Figure 1. Routed clock nets over the placement.
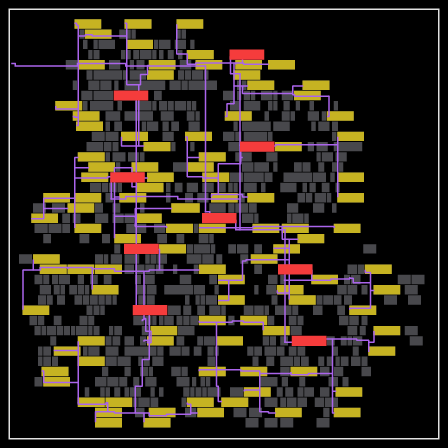
Figure 2. Routing congestion.
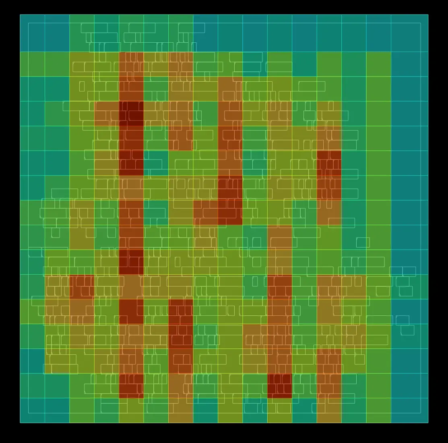
Figure 3. Cell density map.
11 x 11 tiles, from dark blue (low) to red (high), 0 to 100% covered.
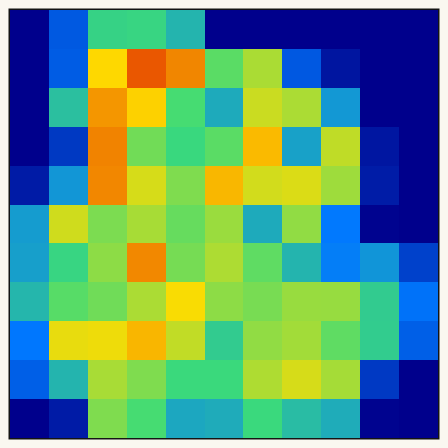
Figure 4. Signal wires by layer.
Bar = 20 um.
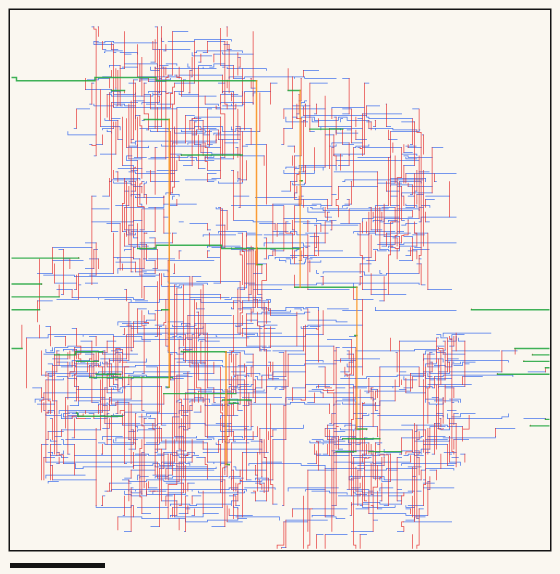
Figure 5. Selected gate families.
Bar = 20 um.
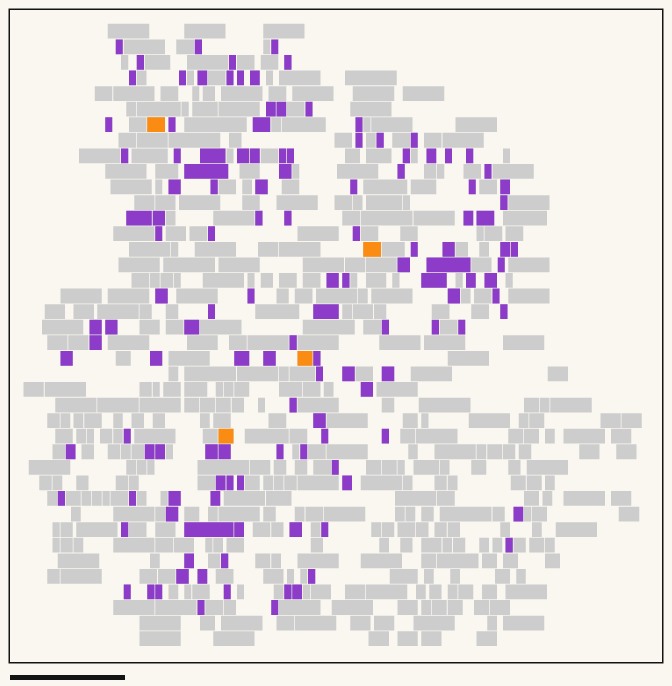
Design step_ctrl, sky130hd; sources not shown.
==> results_slide.txt <==
Physical Implementation Snapshot

Outcome
  – Outcome: finished clean

Synthesis
  – Register area share after synthesis: 41.9%
  – Yosys cell count: 541
  – Yosys stat area: 4830 um^2
  – Synth flops: 101
  – Top cells by area: dfxtp_1, xnor2_1, nor2_1
  – Top cell area share: 41.9%
  – Post-synth top flop: dfxtp_1
  – Post-Synthesis Cells: 541
  – FFs w/ async S/R, synth: 0%
  – Syn_area_per_cell: 8.92 um^2
  – Area leader, netlist: dfxtp_1
  – Nets at Floorplan: 551
  – EDFF count, synth: 0
  – Yosys cell types: 54
  – Ys Warns: 6
  – Synth Cell Area: 4830 um^2

Timing
  – Final Hold Violating Endpoints: 0
  – Final setup violating endpoints: 0
  – Fin worst setup slack: 1.28 ns
  – FMAX: 368 MHz
  – Worst Tran Pin Value: 0.642 ns
  – Clock Skew: 0.00763 ns
  – RSZ-0062 raised after global routing: false
  – Final critical-path share of the clock period: 67.9%
  – Final slew viol count: 0
  – TNS Setup: 0 ns
  – Final min period: 2.72 ns
  – Normalized max-slew margin: 56.1%

Pwr
  – VDD IR max: 0.000177 V
  – Leak Pwr: 1.69 nW
  – Pwr Density: 348 nW/um^2

Place
  – Dpl hpwl: 6880 um
  – Placer Congestion: 0.854
  – Port bufs: 23
  – Pre-CTS WS: 1.16 ns

Cells and area
  – Fillers: 1,163
  – Sequential cell area: 2020 um^2
  – ClkCell Share: 5.46%
  – Multi-input gates: 405
  – Non-clock buffer share: 4.97%
  – Nets: 572
  – Max FFs per register: 26
  – Area Overhead vs Synth: 14.8%
  – Sequential fraction of total cell area: 36.5%
  – Antenna cell count: 0
  – Flip-flops: 101
  – Multi-input gate area: 2700 um^2
  – Nonclk inv count: 16
  – Layout clock buffers: 11
  – Non-clk bufs: 29
  – Dominant class by area: logic gates
  – Share of layout cells above drive strength 1: 9.17%

Global route
  – Antenna violations before repair: 0
  – Pin count of the biggest net entering global routing: 30
  – Number of global-route vias before repair: 3,746
  – First-pass GRT wire length: 17,100 um
  – Remaining global-route overflow: 0
  – GRT met3 Usage: 2.60%
  – Grt met2 use: 26.5%
  – GRT Total Usage: 16.1%

Critical path
  – Endpoint class of the critical path: flop
  – Worst Path Max Fanout: 24
  – Critical Path Stages: 7
  – Required time of the worst setup path: 4.28 ns
  – Crit Path Class: flop to flop
  – Worst path max stage delay: 0.52 ns
  – R2R depth: 7
  – Slowest cell on crit path: nor4_1
  – Top delay family on crit path: simple AND/OR/NAND/NOR gates
  – CP bufs+invs: 1
  – Slack of the worst reg-to-reg path: 1.28 ns
  – CP Cell Sequence: ha_1 > nand4_1 > nor4_1 > a31oi_4 > buf_4 > or4_1 > a21oi_1
  – Startpoint Class: flop

Route
  – Drc violations: 0
  – Met2 wire length: 4580 um
  – DRT antenna net count: 0
  – Starting DRT DRC Count: 213
  – Met1 WL: 4730 um
  – Vias per cell: 5.55
  – Uppermost layer routed: met4
  – First-pass DRT Iterations: 4
  – Met3 WL: 324 um

Die
  – # IOs: 24
  – Die height: 114 um
  – Tapcell count: 147
  – Die W: 114 um
  – Chip Area: 13,000 um^2

CTS
  – # H-tree levels: 3
  – CTS sink cnt: 101
  – Setup bufs post-CTS: 0
  – Bufs on Longest Clock Path: 2
  – Clock transition at the registers of the reported paths: 0.07 ns
  – CTS tree: done
  – Hold Buf Count CTS: 0
  – Total CTS buffers: 9
  – Resize count post-CTS: 0

Min path
  – Hold crit path type: flop to flop

Job
  – Tool warnings: 26
  – Number of max-cap violations: 0
## Picture notes: Figure 1
- yellow: flip-flops (count 101)
- purple: clock wires (length 1,220 um)
- red: clock drivers (count 9)
- routed clock nets: 10
clock power share: 45.6%
clk latency late pin: 0.35 ns
clk pwr: 0.000879 W

## Picture notes: Figure 2
gr busiest metal: met2
met1 Use GR: 20.9%

## Picture notes: Figure 3
- nearly empty tiles: 18%
- mean over tiles: 41%
- tiles over 75% full: 9.1%
- emptiest ninth of the die: top right
- densest ninth of the die: middle
CORE AREA: 11,900 um^2
Core Util at FP: 40.5%
utilization after layout: 46.5%

## Picture notes: Figure 4
- red: metal 2 (wire length 4,580 um)
- orange: metal 4 (wire length 190 um)
- green: metal 3 (wire length 325 um)
- blue: metal 1 (wire length 4,730 um)
routed wire length: 9820 um
Avg WL per Cell: 13.8 um
routed vias: 3,965

## Picture notes: Figure 5
- orange: AND-OR and OR-AND gates (cells 4; most used a31o_2)
- purple: NOR gates (cells 131; most used nor2_1)
Top cell excl fill/tap: dfxtp_1
final non-filler cell total: 714
Comb/total area: 48.7%

Yosys cell counts, types with 2 or more instances:
library cell	number
a2111oi_2	2
a21oi_1	28
a2bb2oi_1	2
a31o_2	2
a31oi_1	10
and3_1	9
and3_4	2
and4_1	3
and4b_1	2
buf_2	2
clkbuf_1	17
dfxtp_1	101
ha_1	5
inv_1	16
mux2i_1	10
nand2_1	25
nand2b_1	7
nand2b_2	2
nand3_1	32
nand3_4	2
nand3b_1	2
nand4_1	18
nand4_2	2
nand4_4	4
nand4b_1	3
nor2_1	72
nor2b_1	10
nor3_1	21
nor3b_1	2
nor4_1	17
nor4_2	4
nor4_4	2
nor4b_1	2
o21ai_0	10
o31ai_1	12
or3_1	5
or3b_2	3
or4_1	13
or4b_1	3
xnor2_1	34
xor2_1	10
report_power, final:
part | switching (W) | leakage [nW] | total [W] | internal (W)
clock | 0.000376 | 0.146 | 0.000879 | 0.000503
sequential | 0.00000285 | 0.815 | 0.00101 | 0.00101
combinational | 0.0000229 | 0.734 | 0.0000360 | 0.0000131
total | 0.000402 | 1.69 | 0.00193 | 0.00153
kinds of logic after synthesis:
kind of cell,count (synthesis),share of synthesized area (%)
compound gates,76,10.1
fa+ha+maj,5,1.30
flops,101,41.9
buf+inv,35,2.77
simple gates,270,33.9
xor+xnor,44,7.98
mux,10,2.07
metrics by stage:
stage | hold WS, ns | util, % | total power (W) | cells | instance area, um^2
final | 0.381 | 46.5 | 0.00193 | 714 | 5540
after global routing | 0.399 | 46.5 | 0.00200 | 714 | 5540
after CTS | 0.385 | 46.5 | 0.00195 | 714 | 5540
after detailed placement | 0.376 | 44.0 | 0.00107 | 698 | 5240
after global placement | 0.377 | 43.9 | 0.00107 | 698 | 5230
after floorplan | 0.368 | - | 0.00106 | 541 | 4830
Power and IR drop assume default switching activity.
